run_1/m1.png
Scale bar: 20 µm.
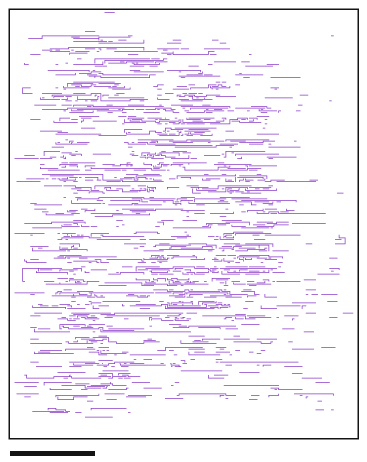
run_1/m2.png
Scale bar: 20 µm. Cells faint in the background.
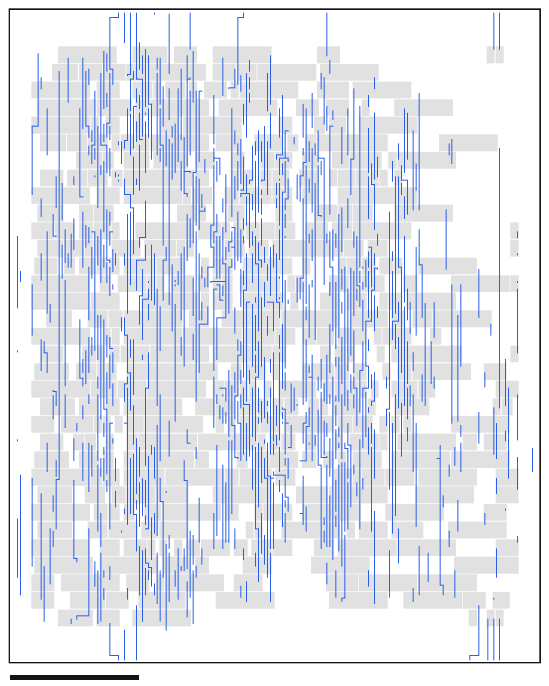
run_1/m3.png
Scale bar: 20 µm. Cells faint in the background.
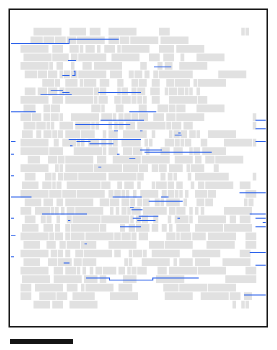
===== src/rtl/vga_frame_reader_if.sv =====
// vga_frame_reader_if: read port of the capture dual-port RAM.
// raddr: pixel address from the reader; rdata: stored pixel bit.
interface vga_frame_reader_if;
  logic [17:0] raddr;
  logic        rdata;

  modport master (
    output raddr,
    input  rdata
  );

  modport slave (
    input  raddr,
    output rdata
  );
endinterface


===== src/rtl/vga_frame_reader.sv =====
// vga_frame_reader: scans a 1-bpp framebuffer out as VGA with
// line doubling, vertical borders and a synchronised test pattern.
// Ports: pixclk, rst_n (async, low); ram (raddr/rdata RAM read port);
// pattern_en (async checkerboard select); hsync, vsync, red, green,
// blue to the connector; frame_start marks a frame's first pixel.
module vga_frame_reader #(
  parameter logic [11:0] FG_RGB     = 12'h0F0,
  parameter logic [11:0] BG_RGB     = 12'h000,
  parameter logic [11:0] BORDER_RGB = 12'h000,
  parameter int          RD_LATENCY = 2,
  parameter int          H_VISIBLE  = 800,
  parameter int          H_FRONT    = 40,
  parameter int          H_SYNC     = 128,
  parameter int          H_BACK     = 88,
  parameter int          V_VISIBLE  = 600,
  parameter int          V_FRONT    = 1,
  parameter int          V_SYNC     = 4,
  parameter int          V_BACK     = 23,
  parameter int          V_BORDER   = 60
) (
  input  logic               pixclk,
  input  logic               rst_n,
  vga_frame_reader_if.master ram,
  input  logic               pattern_en,
  output logic               hsync,
  output logic               vsync,
  output logic [3:0]         red,
  output logic [3:0]         green,
  output logic [3:0]         blue,
  output logic               frame_start
);

  typedef logic [10:0] h_t;
  typedef logic [9:0]  v_t;
  typedef logic [17:0] a_t;

  localparam h_t H_VIS  = h_t'(H_VISIBLE);
  localparam h_t HS_BEG = h_t'(H_VISIBLE + H_FRONT);
  localparam h_t HS_END = h_t'(H_VISIBLE + H_FRONT + H_SYNC);
  localparam h_t H_LAST =
    h_t'(H_VISIBLE + H_FRONT + H_SYNC + H_BACK - 1);

  localparam v_t V_VIS  = v_t'(V_VISIBLE);
  localparam v_t VS_BEG = v_t'(V_VISIBLE + V_FRONT);
  localparam v_t VS_END = v_t'(V_VISIBLE + V_FRONT + V_SYNC);
  localparam v_t V_LAST =
    v_t'(V_VISIBLE + V_FRONT + V_SYNC + V_BACK - 1);

  localparam v_t FB_TOP  = v_t'(V_BORDER);
  localparam v_t FB_END  = v_t'(V_VISIBLE - V_BORDER);
  localparam v_t FB_LAST = v_t'(V_VISIBLE - V_BORDER - 1);
  localparam a_t STRIDE  = a_t'(H_VISIBLE);

  typedef struct packed {
    logic hs;
    logic vs;
    logic vis;
    logic area;
    logic pm;
    logic chk;
    logic fs;
  } tag_t;

  h_t   hcnt, hcnt_n;
  v_t   vcnt, vcnt_n;
  a_t   linebase, lb_n;
  a_t   raddr_q, raddr_n;
  logic h_wrap, v_wrap, lb_step;
  logic pat_s1, pat_s2, pat_mode;
  tag_t cur, tap;
  tag_t pipe [RD_LATENCY];
  logic [11:0] rgb;

  function automatic logic in_fb(h_t h, v_t v);
    return h < H_VIS && v >= FB_TOP && v < FB_END;
  endfunction

  // Each source row spans two scan lines; the base moves on only
  // after the second copy, and never past the last row.
  assign lb_step = vcnt >= FB_TOP && vcnt < FB_LAST &&
                   (vcnt[0] ^ FB_TOP[0]);

  always_comb begin
    h_wrap = hcnt == H_LAST;
    v_wrap = vcnt == V_LAST;
    hcnt_n = h_wrap ? '0 : hcnt + 11'd1;
    vcnt_n = vcnt;
    lb_n   = linebase;
    if (h_wrap) begin
      vcnt_n = v_wrap ? '0 : vcnt + 10'd1;
      if (v_wrap)
        lb_n = '0;
      else if (lb_step)
        lb_n = linebase + STRIDE;
    end
    // Address is produced for the next counter value so it sits in
    // the same cycle as the counter it belongs to.
    raddr_n = in_fb(hcnt_n, vcnt_n) ?
              lb_n + a_t'(hcnt_n) : raddr_q;
  end

  always_ff @(posedge pixclk or negedge rst_n) begin
    if (!rst_n) begin
      hcnt     <= '0;
      vcnt     <= '0;
      linebase <= '0;
      raddr_q  <= '0;
    end else begin
      hcnt     <= hcnt_n;
      vcnt     <= vcnt_n;
      linebase <= lb_n;
      raddr_q  <= raddr_n;
    end
  end

  assign ram.raddr = raddr_q;

  // Mode only changes on the edge into pixel (0,0).
  always_ff @(posedge pixclk or negedge rst_n) begin
    if (!rst_n) begin
      pat_s1   <= 1'b0;
      pat_s2   <= 1'b0;
      pat_mode <= 1'b0;
    end else begin
      pat_s1 <= pattern_en;
      pat_s2 <= pat_s1;
      if (h_wrap && v_wrap)
        pat_mode <= pat_s2;
    end
  end

  always_comb begin
    cur      = '0;
    cur.hs   = hcnt >= HS_BEG && hcnt < HS_END;
    cur.vs   = vcnt >= VS_BEG && vcnt < VS_END;
    cur.vis  = hcnt < H_VIS && vcnt < V_VIS;
    cur.area = cur.vis && vcnt >= FB_TOP && vcnt < FB_END;
    cur.pm   = pat_mode;
    cur.chk  = hcnt[3] ^ vcnt[3];
    cur.fs   = hcnt == '0 && vcnt == '0;
  end

  // Tags travel alongside the RAM access so they meet rdata.
  always_ff @(posedge pixclk or negedge rst_n) begin
    if (!rst_n) begin
      for (int i = 0; i < RD_LATENCY; i++)
        pipe[i] <= '0;
    end else begin
      pipe[0] <= cur;
      for (int i = 1; i < RD_LATENCY; i++)
        pipe[i] <= pipe[i-1];
    end
  end

  assign tap = pipe[RD_LATENCY-1];

  always_comb begin
    rgb = '0;
    unique case (1'b1)
      !tap.vis:
        rgb = '0;
      tap.vis && tap.pm:
        rgb = tap.chk ? FG_RGB : BG_RGB;
      tap.vis && !tap.pm && tap.area:
        rgb = ram.rdata ? FG_RGB : BG_RGB;
      tap.vis && !tap.pm && !tap.area:
        rgb = BORDER_RGB;
      default:
        rgb = '0;
    endcase
  end

  always_ff @(posedge pixclk or negedge rst_n) begin
    if (!rst_n) begin
      hsync       <= 1'b0;
      vsync       <= 1'b0;
      red         <= '0;
      green       <= '0;
      blue        <= '0;
      frame_start <= 1'b0;
    end else begin
      hsync       <= tap.hs;
      vsync       <= tap.vs;
      red         <= rgb[11:8];
      green       <= rgb[7:4];
      blue        <= rgb[3:0];
      frame_start <= tap.fs;
    end
  end

endmodule

===== src/flat_wrapper.sv =====
// flat-port wrapper written by rule: the top's interface ports become plain ports
module vga_frame_reader_flat 
#(
  parameter logic [11:0] FG_RGB     = 12'h0F0,
  parameter logic [11:0] BG_RGB     = 12'h000,
  parameter logic [11:0] BORDER_RGB = 12'h000,
  parameter int          RD_LATENCY = 2,
  parameter int          H_VISIBLE  = 800,
  parameter int          H_FRONT    = 40,
  parameter int          H_SYNC     = 128,
  parameter int          H_BACK     = 88,
  parameter int          V_VISIBLE  = 600,
  parameter int          V_FRONT    = 1,
  parameter int          V_SYNC     = 4,
  parameter int          V_BACK     = 23,
  parameter int          V_BORDER   = 60
)
  (pixclk, rst_n, pattern_en, hsync, vsync, red, green, blue, frame_start, ram_raddr, ram_rdata);
  vga_frame_reader_if ram_i ();
  input  logic pixclk;
  input  logic rst_n;
  input  logic pattern_en;
  output logic hsync;
  output logic vsync;
  output logic [3:0] red;
  output logic [3:0] green;
  output logic [3:0] blue;
  output logic frame_start;
  output wire logic [$bits(ram_i.raddr)-1:0] ram_raddr;
  input wire logic [$bits(ram_i.rdata)-1:0] ram_rdata;
  assign ram_raddr = ram_i.raddr;
  assign ram_i.rdata = ram_rdata;
  vga_frame_reader #(.FG_RGB(FG_RGB), .BG_RGB(BG_RGB), .BORDER_RGB(BORDER_RGB), .RD_LATENCY(RD_LATENCY), .H_VISIBLE(H_VISIBLE), .H_FRONT(H_FRONT), .H_SYNC(H_SYNC), .H_BACK(H_BACK), .V_VISIBLE(V_VISIBLE), .V_FRONT(V_FRONT), .V_SYNC(V_SYNC), .V_BACK(V_BACK), .V_BORDER(V_BORDER)) u_core (.pixclk(pixclk), .rst_n(rst_n), .ram(ram_i), .pattern_en(pattern_en), .hsync(hsync), .vsync(vsync), .red(red), .green(green), .blue(blue), .frame_start(frame_start));
endmodule

===== config.mk =====
export PLATFORM = sky130hd
export DESIGN_NAME = vga_frame_reader_flat
export DESIGN_NICKNAME = d
export VERILOG_FILES = /design/src/rtl/vga_frame_reader_if.sv /design/src/rtl/vga_frame_reader.sv /design/src/flat_wrapper.sv
export SDC_FILE = /design/constraint.sdc
export NUM_CORES = 1
export LEC_CHECK = 0
export CAP_MARGIN = 30
export CORE_ASPECT_RATIO = 1.25
export CORE_MARGIN = 3
export CORE_UTILIZATION = 60
export CTS_BUF_LIST = sky130_fd_sc_hd__clkbuf_4 sky130_fd_sc_hd__clkbuf_8
export DETAILED_ROUTE_END_ITERATION = 10
export HOLD_SLACK_MARGIN = 0.08
export PLACE_DENSITY = 0.86
export SYNTH_ARGS = -nofsm -noshare
export SYNTH_HDL_FRONTEND = slang
export SYNTH_SLANG_ARGS = --single-unit

===== constraint.sdc =====
create_clock -name pixclk -period 4.7 [get_ports pixclk]
set_clock_uncertainty 0.05 [all_clocks]
set_input_delay 0.94 -clock pixclk [delete_from_list [all_inputs] [get_ports pixclk]]
set_output_delay 0.94 -clock pixclk [all_outputs]
set_load 0.03 [all_outputs]

==> metrics.yaml, run 1 <==
finalHoldViolations: 0
synth.area.top_cells: "dfrtp_1 (45%), ha_1 (5.2%), xnor2_1 (4.5%)"
crit_type: "reg2reg"
clock_power_share: 0.466
drv_cap: 0
slew_viol_final: 0
dpl-instance-area_um2: 4580
finalInstanceArea_um2: 4850
synth-area-yosys_um2: 4310
netSwitchingPower_uw: 264
overflow: 0
top_cell: "dfrtp_1"
largest_class: "multi-input combinational cells"
signal_buffers: 32
dp.cells: 509
logic_area_um2: 2170
chipWidth_um: 81.8
hold_buffers: 0
grt_usage: 0.233
nNetsFinal: 457
hp-start: "u_core.pipe[13]"
drc: 0
crit_chain: "ha_1, and4_1, nand4_1, or2_2, and2_1, ha_1, inv_1, fa_1, nor2b_1, o21ai_0, a21oi_1, o41a_1, a211oi_1, nor4_1, xor2_1, mux2_4"
rrSetupSlack_ps: 500
p_leak_uw: 0.00224
yosysWarnings: 0
hold_class: "reg2reg"
cts_buffers: 9
clock.fmax_mhz: 238
stdcell_count: 525
worst_slack_ps: 501
setup_viol: 0
taps: 87
pre_cts_ws_ps: 526
antenna_found_initial: 0
max_slew_margin: 0.424
cts_resized: 0
crit_path_top_delay_cell: "or2_2"
synth-xor-area-share: 0.0853
clock_sinks: 78
logic_family: "simple AND/OR/NAND/NOR gates"
crit_path_frequent_cell: "ha_1"
synth_area_per_cell_um2: 10.5
antenna_cells: 0
simple_gate_share: 0.188
drtPass1Iterations: 5
rsz0062_at_grt: "false"
ff_type: "dfrtp_1"
r2r_cells: 16
drt-vias-per-instance: 5.91
cp_top_family: "simple AND/OR/NAND/NOR gates"
register_area_um2: 1950
ys_async_sr_fraction: 1.00
hold_path_end: "u_core.pipe[6]"
design.seq.count: 78
aoi_share: 0.0946
edf_count: 0
top_cell_area_share: 0.453
ys_sh_adder: 0.0569
post_drt_wl_per_cell_um: 16.8
ioPinCount: 37
comb_area_frac: 0.447
crit_buf_inv: 1
synthMuxAreaShare: 0.0711
fin_crit_ps: 4200
sw_frac_of_total: 0.202
outcome: "completed"
cts_max_level: 3
ys_cells: 411
coreArea_um2: 6770
place_congestion: 0.839
pwr-share-comb: 0.020
start_kind: "flip-flop"
required_ps: 4900
fp_util: 0.637
## Picture notes: m1.png
longest straight run: 21.2 µm
nets with wire on the layer: 422
main direction: horizontal
met1 usage: 0.284
final WL: 8.80 mm
DR vias: 3,104

## Picture notes: m2.png
longest straight run: 63.1 µm
nets with wire on the layer: 407
main direction: vertical
GR met2 Demand/Resource: 0.382

## Picture notes: m3.png
share of all routed wire: 3.9%
wire length on this layer: 344 µm
main direction: horizontal
longest straight run: 22.8 µm
grt met3 use: 0.0590

## run 1: cells in the final DEF, fill, tap and decap left out, types with 4 or more instances in the layout
cell / Yosys / routed
nand2b_1: 4 / 4
mux2i_1: 7 / 7
inv_1: 13 / 13
and2_1: 9 / 9
a211oi_1: 5 / 5
and3_1: 7 / 7
nor2b_1: 5 / 5
o21ai_0: 14 / 14
mux2_2: 9 / 9
nand2_1: 27 / 27
clkbuf_8: 0 / 10
nor2_1: 43 / 43
o21bai_1: 4 / 4
conb_1: 1 / 8
xnor2_1: 22 / 22
dfrtp_1: 78 / 78
mux2_4: 9 / 9
nor4_1: 4 / 4
a21oi_1: 7 / 7
ha_1: 18 / 18
nand4_1: 12 / 12
buf_4: 12 / 4
nor3_1: 14 / 14
nand3_1: 13 / 13
xor2_1: 20 / 20
clkdlybuf4s50_1: 0 / 27
## run 1: through the flow
step	hold WS (ps)	total power, µW	utilization
floorplan	281	698	-
global placement	282	708	0.676
detailed placement	285	709	0.676
CTS	303	1320	0.712
global route	307	1350	0.716
finish	301	1310	0.716
## run 1: power groups by stage
stage / combinational (µW) / clock, µW / sequential (µW)
CTS: 23.6 / 623 / 671
global route: 28.7 / 648 / 672
global placement: 23.3 / 0 / 685
finish: 25.6 / 609 / 672
detailed placement: 23.7 / 0 / 685
floorplan: 13.5 / 0 / 685
## run 1: registers in the layout, indices dropped and copies added (netlist names), 10 cells and up
name and cells:
u_core.pipe 14, u_core.ram.raddr 18, u_core.hcnt 11, u_core.vcnt 10
u_core.linebase 18
## run 1: metal layers
metal / up-vias / GRT usage / part of all wire
li1: 1461 / - / -
met2: 80 / 0.382 / 0.50
met1: 1538 / 0.284 / 0.43
met4: 0 / 0.109 / 0.025
met3: 25 / 0.0590 / 0.039
met5: - / 0 / 0
## Run 2: what changed since run 1
--- a/config.mk
+++ b/config.mk
@@ -8,11 +8,12 @@
 export CAP_MARGIN = 30
 export CORE_ASPECT_RATIO = 1.25
 export CORE_MARGIN = 3
-export CORE_UTILIZATION = 60
+export CORE_UTILIZATION = 31
 export CTS_BUF_LIST = sky130_fd_sc_hd__clkbuf_4 sky130_fd_sc_hd__clkbuf_8
 export DETAILED_ROUTE_END_ITERATION = 10
 export HOLD_SLACK_MARGIN = 0.08
-export PLACE_DENSITY = 0.86
+export PLACE_DENSITY = 0.52
+export REMOVE_ABC_BUFFERS = 1
 export SYNTH_ARGS = -nofsm -noshare
 export SYNTH_HDL_FRONTEND = slang
 export SYNTH_SLANG_ARGS = --single-unit
==> metrics.yaml, run 2 <==
p_clk_uw: 553  # -9.2%
grt_usage: 0.123  # -0.109
seq_power_share: 0.537
fp_util: 0.321  # -0.315
drtPass1Iterations: 4  # -1
die_area_um2: 15400
cts_tree: "done"
ys_async_sr_fraction: 1.00  # unchanged
cp.arrival_ps: 4430
tightest_slew_ps: 766
antenna_cells: 0  # unchanged
layout_top_cell: "dfrtp_1"
netSwitchingPower_uw: 271  # +2.7%
power.density_nw_per_um2: 254
coreArea_um2: 13400  # +98%
drc: 0  # unchanged
top_cell: "dfrtp_1"
finalCritPeriodShare: 0.902
pwr-share-comb: 0.021  # about the same
outcome: "completed"
top_cell_area_share: 0.453  # unchanged
clockBufferDepth: 2
cts_buffers: 9  # unchanged
synth_area_per_cell_um2: 10.5  # unchanged
comb_cell_power_uw: 26.2  # +2%
p_leak_uw: 0.00223  # -0.41%
final_antenna_net_count: 0
log.warning_count: 29
start_kind: "flip-flop"
antenna_found_initial: 0  # unchanged
ys_types: 58
cp-startpoint: "u_core.vcnt[8]"
power_top_consumer: "registers"
ys_seq_frac: 0.453
seq-power_uw: 671  # about the same
post_drt_wl_per_cell_um: 14.5  # -14%
r2r_start: "u_core.vcnt[8]"
hold_ws_ps: 300  # -0.792 ps
slew_viol_final: 0  # unchanged
die.size.y_um: 138
fin_setup_tns_ps: 0
postCtsSetupBuffers: 0
overflow: 0  # unchanged
crit_type: "reg2reg"
drive_gt1_frac: 0.116
internal-power_uw: 980
hp-start: "u_core.pipe[9]"
row_count: 47
chipWidth_um: 111  # +36%
largest_area_cell: "dfrtp_1"
area_growth_syn_to_layout_pct: 14.3
cts_root_buffer: "clkbuf_8"
synthCells: 411
clock.fmax_mhz: 236  # -0.96%
ioPinCount: 37  # unchanged
clock_power_share: 0.442  # -0.024
max_slew_margin: 0.483  # +0.0586
dpl-instance-area_um2: 4710  # +2.9%
synth.area.top_cells: "dfrtp_1 (45%), ha_1 (5.2%), xnor2_1 (4.5%)"
netlist_top_cells_count: "dfrtp_1 (78), nor2_1 (43), nand2_1 (27)"
clk_latency_ps: 350
endpoint_kind: "flip-flop"
nNetsFinal: 457  # unchanged
grt_pass1_wl_mm: 15.1
hold_buffers: 0  # unchanged
place_congestion: 0.847  # +1.0%
finalHoldViolations: 0  # unchanged
edf_count: 0  # unchanged
ff_type: "dfrtp_1"
grt_max_degree: 49
sw_frac_of_total: 0.217  # +0.0145
finalInstanceArea_um2: 4930  # +1.6%
clock_sinks: 78  # unchanged
critical_path_peak_fanout: 11
drt-vias-per-instance: 4.90  # -17%
grt_pass1_vias: 3066
synth-area-yosys_um2: 4310  # unchanged
drtIter0Drc: 120
hpwl_mm: 6.44
ir_worst_vdd_uv: 101
rsz0062_at_grt: "false"
setup_viol: 0  # unchanged
drv_cap: 0  # unchanged
cts_resized: 0  # unchanged
yosysWarnings: 0  # unchanged
ys_cells: 411  # unchanged
numSynthFlops: 78
required_ps: 4890  # about the same
synth.cell_area_um2: 4310
mostFrequentLayoutCells: "dfrtp_1 (78), nor2_1 (43), nand2_1 (27), clkdlybuf4s50_1 (27), xnor2_1 (22)"
hold_class: "reg2reg"
cts_max_level: 3  # unchanged
fin_crit_ps: 4240  # +40.6 ps
numPortBuffers: 28
clkTransAtPathRegs_ps: 80
total_power_uw: 1250  # -4.2%
-- run 2: stage by stage --
step / std cells / util / setup slack (ps)
global placement: 593 / 0.349 / 530
floorplan: 391 / - / 758
finish: 610 / 0.368 / 461
detailed placement: 594 / 0.351 / 463
CTS: 610 / 0.368 / 440
global route: 610 / 0.368 / 196
-- run 2: cell families after synthesis --
family / Yosys count / synth area share
AND/OR/NAND/NOR: 151 / 0.188
buffers and inverters: 40 / 0.0502
multiplexers: 25 / 0.0711
other: 1 / 0.000870
XOR/XNOR: 42 / 0.0853
flip-flops: 78 / 0.453
AND-OR/OR-AND: 55 / 0.0946
adder cells (fa/ha/maj): 19 / 0.0569
-- run 2: worst max-delay path, stage by stage (launching register included) --
cell and delay (ps):
dfrtp_1 490, and4bb_1 360, nand4_2 250, or2_2 500
and2_1 220, ha_1 220, inv_1 70, fa_1 200
nor2b_1 60, o21ai_0 200, a21oi_1 130, o41a_1 380
a211oi_1 430, nor4_1 110, xor2_1 160, mux2_4 270
-- run 2: final cells by class --
type	instances	area, µm²
fill	1372	8480
multi-input combinational	300	2170
timing repair buffer	32	328
tap	171	214
clock buffer	10	131
inverter	13	48.8
clock inverter	6	86.3
sequential	78	1950
-- run 2: layer usage --
layer	routed length (µm)	global-route usage	up-vias
met5	0	0	-
met4	129	0.0534	0
met3	326	0.0268	8
met2	4280	0.209	65
met1	4080	0.152	1447
li1	-	-	1467
-- run 2: worst paths after layout --
check	to	slack [ps]	cells past startpoint
worst max-delay path	u_core.ram.raddr[16]	460	15
worst min-delay path	u_core.pipe[2]	300	0
worst max register to register	u_core.ram.raddr[16]	460	15
worst min register to register	u_core.pipe[2]	300	0
max in group asynchronous	u_core.ram.raddr[17]	3550	2
min in group asynchronous	u_core.hcnt[4]	470	1
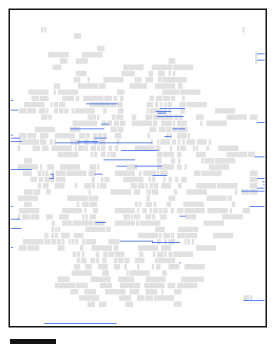
run_2/m3.png
Scale bar: 20 µm. Cells faint in the background.
wire length on this layer: 327 µm
main direction: horizontal
nets with wire on the layer: 37
share of all routed wire: 3.7%
grt met3 use: 0.0268
final WL: 8.82 mm
DR vias: 2,987

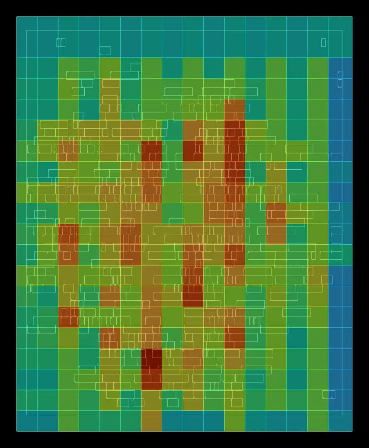
run_2/congestion_map.png
gr busiest metal: met2
met1 usage: 0.152

## Run 3: what changed since run 2
--- a/config.mk
+++ b/config.mk
@@ -7,9 +7,9 @@
 export LEC_CHECK = 0
 export CAP_MARGIN = 30
 export CORE_ASPECT_RATIO = 1.25
-export CORE_MARGIN = 3
 export CORE_UTILIZATION = 31
 export CTS_BUF_LIST = sky130_fd_sc_hd__clkbuf_4 sky130_fd_sc_hd__clkbuf_8
+export CTS_CLUSTER_SIZE = 25
 export DETAILED_ROUTE_END_ITERATION = 10
 export HOLD_SLACK_MARGIN = 0.08
 export PLACE_DENSITY = 0.52
==> metrics.yaml, run 3 <==
outcome: "completed"
clock_sinks: 78  # unchanged
chipWidth_um: 107  # -3.6%
ioPinCount: 37  # unchanged
seq-power_uw: 671  # about the same
crit_chain: "ha_1, and4_1, nand4_1, or2_2, and2_1, ha_1, inv_1, fa_1, nor2b_1, o21ai_0, a21oi_1, o41a_1, a211oi_1, nor4_1, xor2_1, mux2_4"
ys_async_sr_fraction: 1.00  # unchanged
die.size.y_um: 134  # -2.9%
place_congestion: 0.784  # -7.4%
cp-startpoint: "u_core.hcnt[0]"
crit_type: "reg2reg"
clkTransAtPathRegs_ps: 90  # about the same
synth.area.top_cells: "dfrtp_1 (45%), ha_1 (5.2%), xnor2_1 (4.5%)"
fill_cells: 1352  # -1.5%
critical_path_peak_fanout: 11  # unchanged
cp_top_family: "simple AND/OR/NAND/NOR gates"
grt_pass1_wl_mm: 14.5  # -4.1%
postCtsSetupBuffers: 0  # unchanged
clock.fmax_mhz: 236  # -0.13%
synth_area_per_cell_um2: 10.5  # unchanged
crit_buf_inv: 1  # unchanged
layout_top_cell: "dfrtp_1"
fin_setup_tns_ps: 0  # unchanged
cp-endpoint: "u_core.ram.raddr[16]"
synth-area-yosys_um2: 4310  # unchanged
slew_viol_final: 0  # unchanged
seq_power_share: 0.551  # +0.014
cts_max_level: 3  # unchanged
synthCells: 411  # unchanged
internal-power_uw: 928  # -5.3%
max_slew_margin: 0.538  # +0.0552
cts_root_buffer: "clkbuf_8"
hpwl_mm: 6.36  # -1.1%
netlist_top_cells_count: "dfrtp_1 (78), nor2_1 (43), nand2_1 (27)"
hold_buffers: 0  # unchanged
path_depth: 16  # +1
drtPass1Iterations: 4  # unchanged
sw_frac_of_total: 0.238  # +0.0208
synth.cell_area_um2: 4310  # unchanged
nNetsFinal: 458  # +0.22%
r2r_start: "u_core.hcnt[0]"
ys_types: 58  # unchanged
log.warning_count: 29  # unchanged
drtIter0Drc: 84  # -30%
ir_worst_vdd_uv: 109  # +8.0%
start_kind: "flip-flop"
dp.cells: 595  # +0.17%
ys_seq_frac: 0.453  # unchanged
ff_type: "dfrtp_1"
p_leak_uw: 0.00223  # -0.28%
rrSetupSlack_ps: 460  # about the same
netSwitchingPower_uw: 289  # +6.7%
top_cell: "dfrtp_1"
pwr-share-comb: 0.021  # about the same
grt_max_degree: 49  # unchanged
yosysWarnings: 0  # unchanged
grt_usage: 0.130  # +0.00647
comb_cell_power_uw: 26.0  # about the same
slowest_delay_ps: 450  # -50 ps
clockBufferDepth: 2  # unchanged
power.density_nw_per_um2: 247  # -2.6%
hold_class: "reg2reg"
worst_r2r_endpoint: "u_core.ram.raddr[16]"
required_ps: 4890  # about the same
finalHoldViolations: 0  # unchanged
r2r_cells: 16  # +1
top_cell_area_share: 0.453  # unchanged
clk_latency_ps: 350  # about the same
clock_power_share: 0.427  # -0.015
cts_tree: "done"
area_growth_syn_to_layout_pct: 14.3  # about the same
tightest_slew_ps: 684  # -81.7 ps
endpoint_kind: "flip-flop"
==> run 3: logic make-up (layout without fill, tap and decap cells) <==
logic type / after synthesis / count (layout) / share of synthesized area
and+or+nand+nor: 151 / 151 / 0.188
DFF: 78 / 78 / 0.453
AOI/OAI and AO/OA: 55 / 55 / 0.0946
xor gates and xnor gates: 42 / 42 / 0.0853
buffers and inverters: 40 / 62 / 0.0502
muxes: 25 / 25 / 0.0711
adders and majority gates: 19 / 19 / 0.0569
other: 1 / 8 / 0.000870
==> run 3: area by class of cell <==
class / instances / area (µm²) / area share
multi-input combinational: 300 / 2170 / 0.440
sequential: 78 / 1950 / 0.396
timing repair buffer: 33 / 335 / 0.0681
tap: 171 / 214 / 0.0434
clock buffer: 9 / 124 / 0.0252
clock inverter: 7 / 82.6 / 0.0168
inverter: 13 / 48.8 / 0.00991
==> run 3: per-stage QoR <==
step                cell area [µm²]  setup slack [ps]  hold slack [ps]
finish                         4920               455              300
floorplan                      4170               758              281
CTS                            4920               445              299
global placement               4690               538              283
global route                   4920               113              302
detailed placement             4720               468              285
==> run 3: layer usage <==
metal	global-route usage	up-vias	routed length, µm
met4	0.0533	0	145
met5	0	-	0
met3	0.0262	9	225
met1	0.173	1457	4040
li1	-	1459	-
met2	0.206	53	4200
==> run 3: worst min path at each step <==
stage / end / cells past startpoint / slack [ps] / start
4_1_cts: u_core.pipe[2] / 0 / 300 / u_core.pipe[9]
3_5_place_dp: u_core.pipe[4] / 0 / 280 / u_core.pipe[11]
5_1_grt: u_core.pipe[2] / 0 / 300 / u_core.pipe[9]
3_3_place_gp: u_core.pipe[6] / 0 / 280 / u_core.pipe[13]
2_1_floorplan: u_core.frame_start / 0 / 280 / u_core.pipe[0]
6_report: u_core.pipe[2] / 0 / 300 / u_core.pipe[9]
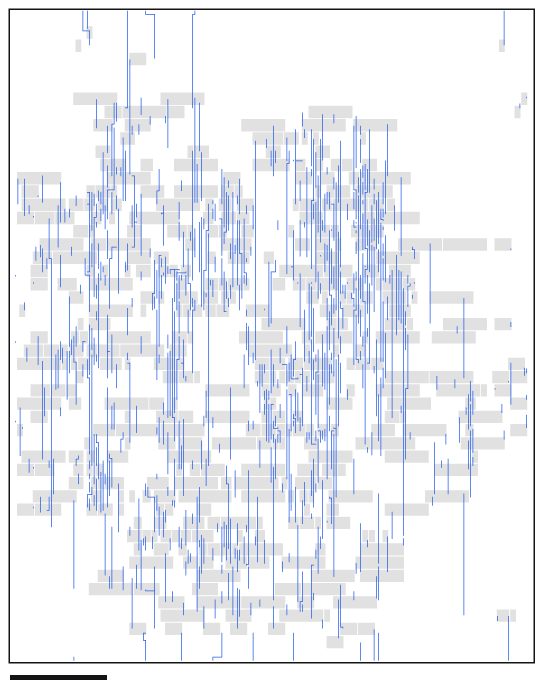
run_3/m2.png
Scale bar: 20 µm. Cells faint in the background.
share of all routed wire: 49%
wire length on this layer: 4,200 µm
longest straight run: 55.1 µm
nets with wire on the layer: 378
main direction: vertical
DR vias: 2,978
GR met2 Demand/Resource: 0.206
final WL: 8.61 mm

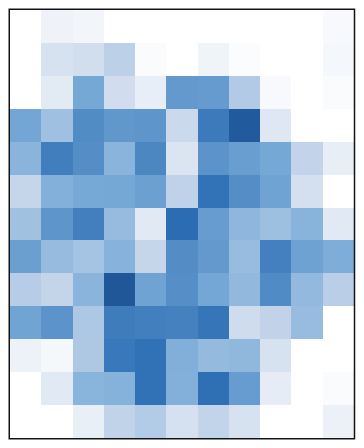
run_3/util_map.png
The die is cut into 11 by 13 equal tiles; white is low, dark blue is high, 0 to 100% covered.
emptiest ninth of the die: top right
nearly empty tiles: 19%
mean over tiles: 33%
fullest tile: 84%
tiles over 75% full: 2.1%
starting density of the core: 0.321
Core Area: 13,400 µm²
fin util: 0.367

Power figures rest on the tool's default switching activity, not on a simulated workload.
